$ cat src/rtl/imem_responder.sv
`default_nettype none
// +--------------------------------------------------------------------------+
// | imem_responder: fetch responder with two-word memory fill and hit buffer |
// | Rev 1.0                                                                  |
// +--------------------------------------------------------------------------+
module imem_responder #(
  parameter int BUF_EN = 1
) (
  input  logic        clk,
  input  logic        rst_n,
  input  logic [63:0] im_req_addr,
  input  logic        im_req_valid,
  output logic [63:0] im_resp_rdata,
  output logic        im_resp_valid,
  output logic [63:0] mem_req_addr,
  output logic        mem_req_valid,
  input  logic        mem_req_ready,
  input  logic [31:0] mem_resp_rdata,
  input  logic        mem_resp_valid,
  input  logic        flush,
  output logic        busy
);

  typedef enum logic [2:0] {
    IDLE   = 3'd0,
    ISSUE0 = 3'd1,
    WAIT0  = 3'd2,
    ISSUE1 = 3'd3,
    WAIT1  = 3'd4,
    RESP   = 3'd5
  } state_t;

  localparam logic BUF_ON = (BUF_EN != 0);

  state_t      state_q, state_d;
  logic [60:0] tag_q, tag_d;
  logic [31:0] data_lo_q, data_lo_d;
  logic [60:0] buf_tag_q, buf_tag_d;
  logic [63:0] buf_data_q, buf_data_d;
  logic        buf_valid_q, buf_valid_d;
  logic        flush_seen_q, flush_seen_d;
  logic [63:0] rdata_q, rdata_d;
  logic [63:0] addr_q, addr_d;
  logic        resp_valid_q, resp_valid_d;
  logic        req_valid_q, req_valid_d;
  logic        busy_q, busy_d;
  logic        hit;
  logic        unused_addr_lsbs;

  assign unused_addr_lsbs = ^im_req_addr[2:0];

  always_comb begin
    hit          = BUF_ON && buf_valid_q && !flush && (im_req_addr[63:3] == buf_tag_q);
    state_d      = state_q;
    tag_d        = tag_q;
    data_lo_d    = data_lo_q;
    buf_tag_d    = buf_tag_q;
    buf_data_d   = buf_data_q;
    buf_valid_d  = buf_valid_q && !flush;
    flush_seen_d = flush_seen_q || flush;
    rdata_d      = rdata_q;

    case (state_q)
      IDLE: begin
        // A flush coinciding with the request poisons the fill about to start
        flush_seen_d = flush;
        if (im_req_valid) begin
          tag_d = im_req_addr[63:3];
          if (hit) begin
            state_d = RESP;
            rdata_d = buf_data_q;
          end else begin
            state_d = ISSUE0;
          end
        end
      end
      ISSUE0: if (mem_req_ready) state_d = WAIT0;
      WAIT0: begin
        if (mem_resp_valid) begin
          data_lo_d = mem_resp_rdata;
          state_d   = ISSUE1;
        end
      end
      ISSUE1: if (mem_req_ready) state_d = WAIT1;
      WAIT1: begin
        if (mem_resp_valid) begin
          state_d = RESP;
          rdata_d = {mem_resp_rdata, data_lo_q};
          if (BUF_ON && !flush_seen_q && !flush) begin
            buf_valid_d = 1'b1;
            buf_tag_d   = tag_q;
            buf_data_d  = {mem_resp_rdata, data_lo_q};
          end
        end
      end
      RESP:    state_d = IDLE;
      default: state_d = IDLE;
    endcase

    // Outputs are registered, so they are derived from the next state
    req_valid_d = (state_d == ISSUE0) || (state_d == ISSUE1);
    case (state_d)
      ISSUE0:  addr_d = {tag_d, 3'b000};
      ISSUE1:  addr_d = {tag_d, 3'b100};
      default: addr_d = addr_q;
    endcase
    resp_valid_d = (state_d == RESP);
    busy_d       = (state_d != IDLE);
  end

  always_ff @(posedge clk or negedge rst_n) begin
    if (!rst_n) begin
      state_q      <= IDLE;
      tag_q        <= '0;
      data_lo_q    <= '0;
      buf_tag_q    <= '0;
      buf_data_q   <= '0;
      buf_valid_q  <= 1'b0;
      flush_seen_q <= 1'b0;
      rdata_q      <= '0;
      addr_q       <= '0;
      resp_valid_q <= 1'b0;
      req_valid_q  <= 1'b0;
      busy_q       <= 1'b0;
    end else begin
      state_q      <= state_d;
      tag_q        <= tag_d;
      data_lo_q    <= data_lo_d;
      buf_tag_q    <= buf_tag_d;
      buf_data_q   <= buf_data_d;
      buf_valid_q  <= buf_valid_d;
      flush_seen_q <= flush_seen_d;
      rdata_q      <= rdata_d;
      addr_q       <= addr_d;
      resp_valid_q <= resp_valid_d;
      req_valid_q  <= req_valid_d;
      busy_q       <= busy_d;
    end
  end

  assign im_resp_rdata = rdata_q;
  assign im_resp_valid = resp_valid_q;
  assign mem_req_addr  = addr_q;
  assign mem_req_valid = req_valid_q;
  assign busy          = busy_q;

endmodule
`default_nettype wire

$ cat config.mk
export PLATFORM = sky130hd
export DESIGN_NAME = imem_responder
export DESIGN_NICKNAME = d
export VERILOG_FILES = /design/src/rtl/imem_responder.sv
export SDC_FILE = /design/constraint.sdc
export NUM_CORES = 1
export LEC_CHECK = 0
export ABC_AREA = 1
export CAP_MARGIN = 25
export CORE_MARGIN = 5
export CORE_UTILIZATION = 40
export CTS_CLUSTER_SIZE = 40
export DETAILED_ROUTE_END_ITERATION = 7
export PLACE_DENSITY = 0.69
export SETUP_SLACK_MARGIN = 0.5
export SYNTH_ARGS = -nofsm -noshare
export SYNTH_HDL_FRONTEND = slang
export SYNTH_SLANG_ARGS = --single-unit
$ cat constraint.sdc
create_clock -name clk -period 2.9 [get_ports clk]
set_clock_uncertainty 0.15 [all_clocks]
set_input_delay 0.29 -clock clk [delete_from_list [all_inputs] [get_ports clk]]
set_output_delay 0.29 -clock clk [all_outputs]
set_load 0.01 [all_outputs]
==> results.txt, run 1 <==
Results of the implementation run.

Per the breakdown, switching nets consume a little over a third of all power. The fill cell instance count of the final layout is about 3500. The post-placement cell count came out at about 2500. Power comes to roughly 21 mW. The number of antenna violations at the first check in global routing is 10. The flow reports that sequential cells draw between 30% and 40% of the design power. After synthesis, flip-flops and latches occupy between 50% and 60% of the total area. The number of maximum-capacitance violations recorded for the run is 0. TritonCTS built the clock tree. The stage-log warning count is 34. The number of DRC markers in iteration 0 is 656. The number of iterations in the first detailed-routing pass is 4. The top cell type's share of synthesized area is around 57%. The die is 206 um tall. The total internal power came out at about 14 mW. The ratio of cells with drive above 1 in the final layout came out at under 10%. The final number of max-transition violations came out at 0.

The minimum setup slack after placement came out at ~0.25 ns. In this run the register-to-register setup slack is about 0.57 ns. The final report gives the standard cell area, fillers excluded, as roughly 0.020 mm2. The arrival time reported for the critical path endpoint is 2.66 ns. The leakage power of the design came out at approximately 9.8 nW. Entering global routing, the biggest net connects approximately 130 pins.

The clock sink total is around 350. Leaving out fill and tap cells, the most frequent cells in the layout are nand2_1, dfrtp_1, o21ai_0. The number of register bits inferred by synthesis came out at 352. The share of synthesized registers carrying an async set or reset is 100%.

The data required time of the critical path is 3.23 ns. The mean post-synth cell area came out at around 8.2 um2. The run finished with clean final reports. The clock period could shrink to 2.33 ns. In the post-route analysis, the smallest setup slack over all paths is around 0.57 ns. The sequential power came out at around 8 mW. The number of placement rows came out at between 70 and 80. The number of sequential cells came out at around 350. The worst hold margin came out at 0.172 ns. Leaving out the clock tree, the finished layout contains an inverter count of about 210. STA lists the maximum fanout along the critical path as approximately 64. The overall via count from detail_route came out at 12600. The worst VDD IR drop from the latest analysis is about 0.6 mV. The simple-gate share of the synthesized area is a little under a quarter.

The number of flops mapped to enable cells by yosys came out at 0. Sequential cells make up roughly 45% of the cell area. The die area is between 0.04 and 0.05 mm2. The instance tally after logic synthesis came out at ~1900. The area share of fa/ha/maj cells after synthesis came out at 0%. The wire length the detailed router placed on met1 came out at roughly 17 mm. The maximum clock frequency is approximately 430 MHz.

The cell-mix breakdown from Yosys lists the compound-gate area share as 9.86%. The total placed instance area came out at 0.0181 mm2. After synthesis, the cell types taking the most area are dfrtp_1, nand2_1, o21ai_0, inv_1, nand4_1. For this run, the slowest stage of the critical path takes ~0.45 ns.

The kind of cell adding the most delay to the critical path is simple AND/OR/NAND/NOR gates. Warnings reported by Yosys during synthesis add up to 0. The antenna diode count is 2. The clock-pin transition on the worst setup and hold timing paths is about 0.060 ns. The wire length of the first global-routing pass is around 65 mm.

From the final report, the count of setup violators was given as 0. The count of pins on the block boundary came out at ~230. The final clock period utilization by the worst path came out at roughly 80%. The power density of the placed cells is around 1100 mW/mm2.

Measured on the final layout, buffering overhead outside the clock network stands at between 10% and 20%. The multi-input logic cell count is around 1200. The post-synth area from yosys stat came out at ~0.015 mm2. The start point of the critical path is state_q[0]. For this run, the number of standard cells in the final layout without fillers is ~2600. The largest area contributor in the netlist is dfrtp_1. The sequential standard cell area is between 0.008 and 0.009 mm2.

For this design, the slowest cell found on the critical path is dfrtp_1. The fraction of met1 tracks used by global routing is between 20% and 30%. The share of total power in combinational logic is roughly 36%. The detailed router used layers up to and including met5. The total wirelength of the detailed-routed design came out at ~40 mm. Per STA, the endpoint of the critical path is mem_req_addr[55]. The critical path launch point type is a register. The proportion of synthesized area in mux cells came out at 0%. Along the critical path, the tally of buffer and inverter instances is 1. In this run the number of H-tree levels came out at 2. The primary flip-flop cell chosen by synthesis mapping is dfrtp_1. The endpoint class of the critical path is a register. The worst slew margin relative to its limit is 56.7%. The logic area came out at around 0.0052 mm2. The cell sequence reported for the critical path is nor2_4, nand2_4, nor2_1, o21ai_0, nand3_2, buf_12, nand4_1, nand2_1.
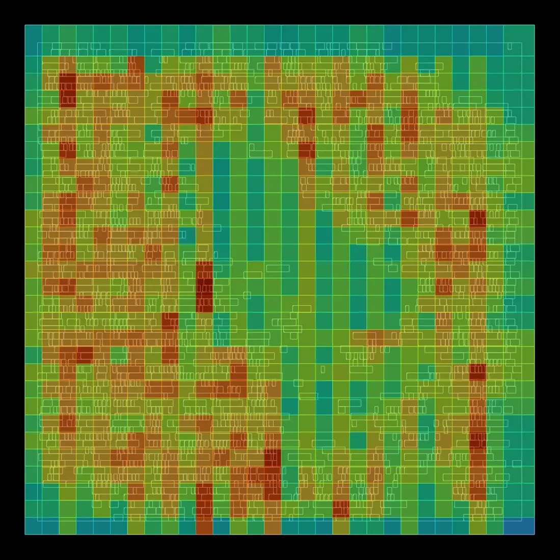
**Above:** run 1 (routing congestion).
post-detailed-route wirelength per cell: 15.5 um
final standard cell utilization of the core: 51.8%
met2 Usage GRT: 30.1%
All-Layer GR Usage: 18.7%

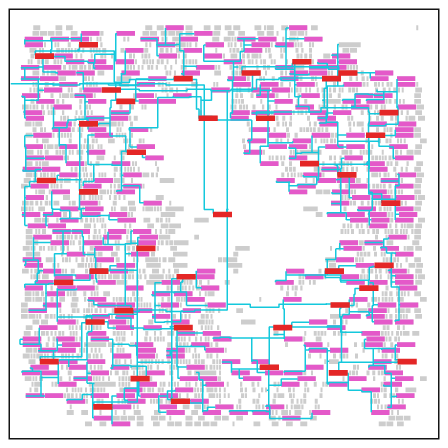
**Above:** run 1 (clock wires, drivers and flops).
- clock wires: cyan (length 4690 um)
- flip-flops: magenta (count 352)
- clock-net drivers: red (count 40)
- routed clock nets: 41
- flops lie: spread over the die
share of total power in the clock network: 25.3%
power of the clock network: 5.36 mW
clock latency on the worst-skew pair: 0.56 ns

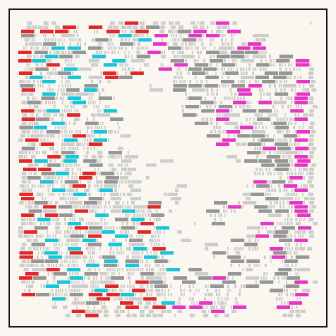
**Above:** run 1 (sequential cells colored by netlist name).
- buf_tag_q: cyan (flops 61)
- im_resp_rdata: magenta (flops 64)
- mem_req_addr: red (flops 62)

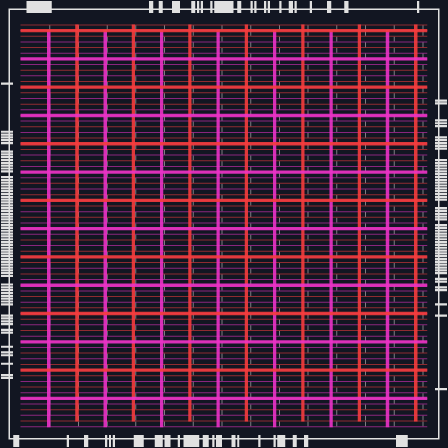
**Above:** run 1 (power grid).
Pins as bars on the die edge. Tap cells in gray.
- VDD: red
- VSS: magenta
- met4 straps: 14
- met5 straps: 14
- rows: 71

**Run 1: placement by cell class**

Scale bar: 50 um.
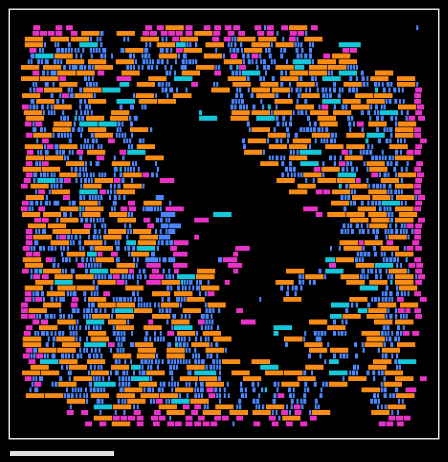

==> run 2: changes to the inputs <==
- PLACE_DENSITY: 0.69 -> 0.71
- clock period: 2.9 -> 2.09 ns (I/O delays scaled with it)
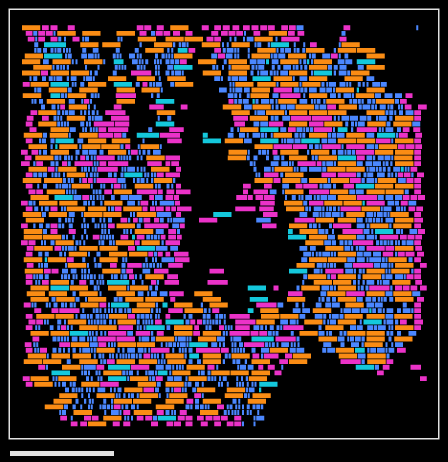
**Above:** run 2 (placement by cell class).
Scale bar: 50 um.
- remaining logic cells: blue (cells 1403; share of their area 33%)
- clock drivers and dummy loads: cyan (cells 66; share of their area 5.6%)
- remaining buffers and delay cells: magenta (cells 405; share of their area 23%)
- registers: orange (cells 352; share of their area 38%)
final standard cell utilization of the core: 63.6%
floorplan core area: 0.0378 mm2
floorplan row count: 71
Non-Filler Cell Area, Final: 0.0240 mm2

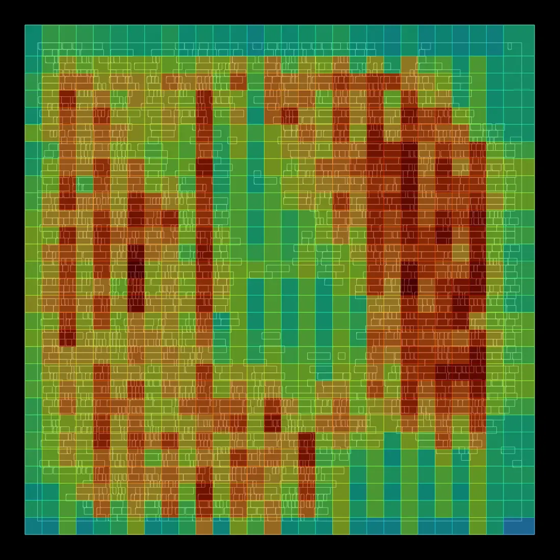
**Above:** run 2 (routing congestion).
met2 Usage GRT: 36.0%
GRT busiest layer: met2
met3 Track Usage GR: 5.75%

==> run 2 against run 1 <==
The flow now finishes with violations (negative setup slack). Cell area increased by 23%. Register-to-register slack got worse by 0.75 ns. Global-route usage rose by 3.0 points. Synthesized area stayed put. Combinational power rose by 110%. Non-clock buffer count up 149. Sequential share of layout area is 8.3 points lower. Power is 66% higher. Utilization increased by 12 points.
==> results.txt, run 2 <==
Results of the implementation run.

The flow ran to the end, but the final reports show violations. The checks that failed: negative setup slack. The flow reports that the clock network draws about a fifth of the design power.

The critical path goes through nor2_1, nor2_1, nor2_1, nand2_1, nor2_1, nand2_2, nor2_4, buf_4, nand3_4, nand3_4, clkbuf_16, nand2_2, nand2_1. The post-placement cell count is between 2000 and 3000. Yosys reports the multiplexer fraction of the synthesized area as 0%. The final layout report lists a filler cell count of about 2800. The worst-skew pair later-pin latency came out at 0.53 ns. The endpoint class of the critical path is a register.

The finished layout holds around 2700 standard cells, fillers aside. The top layer reached by signal wires is met5. The power drawn by the clock network came out at about 7.1 mW.

The cell-mix breakdown from Yosys lists the simple-gate area share as between 20% and 30%. The number of flops mapped to enable cells by yosys is 0. The wire length the detailed router placed on met1 is approximately 21 mm. The sum of internal, switching and leakage power came out at around 35 mW.

The post-synth area from yosys stat is roughly 0.015 mm2. The internal power of the cells totals approximately 21 mW. The worst setup slack for register-to-register paths came out at -0.18 ns. The area share of fa/ha/maj cells after synthesis came out at 0%. Of the synthesized area, sequential elements account for between 50% and 60%.

The ratio of cells with drive above 1 in the final layout came out at between 20 and 30%. The worst ir drop on vdd came out at around 0.87 mV. The number of inverters outside the clock class in the layout came out at between 200 and 250. The end point of the critical path is mem_req_addr[43]. The maximum fanout encountered on the critical timing path is 8.

The buffers plus inverters on the worst setup path came out at 2. The worst hold margin is ~0.064 ns. The start point of the critical path is buf_tag_q[8]. The sequential standard cell area is 0.00881 mm2. The least setup slack across all paths after layout is -0.176 ns. The logic area came out at ~0.007 mm2. The warning count from the yosys run is 0. The share of total power in sequential cells came out at 34.8%. The commonest register cell is dfrtp_1.

The cell family contributing the most delay on the critical path is simple AND/OR/NAND/NOR gates. Setup violations remaining at the end of the flow were counted as roughly 130. The H-tree level count is 2. The CTS log lists the clock sinks for this run as ~350.

The synthesized instance count is roughly 1900. The number of sequential cells reported for the layout is 352. Summed over all instances, the cell type with the most area after synthesis is dfrtp_1.

The proportion of total power due to net switching is 38.9%. The worst setup path is launched from a register. The number of register bits inferred by synthesis is 352. In the post-synthesis netlist, the biggest area contributors are dfrtp_1, nand2_1, o21ai_0, inv_1, nand4_1.

The violation tally recorded at the end of detailed-routing iteration 0 is approximately 890. The sequential power came out at 12.2 mW.
Power figures rest on the tool's default switching activity, not on a simulated workload.
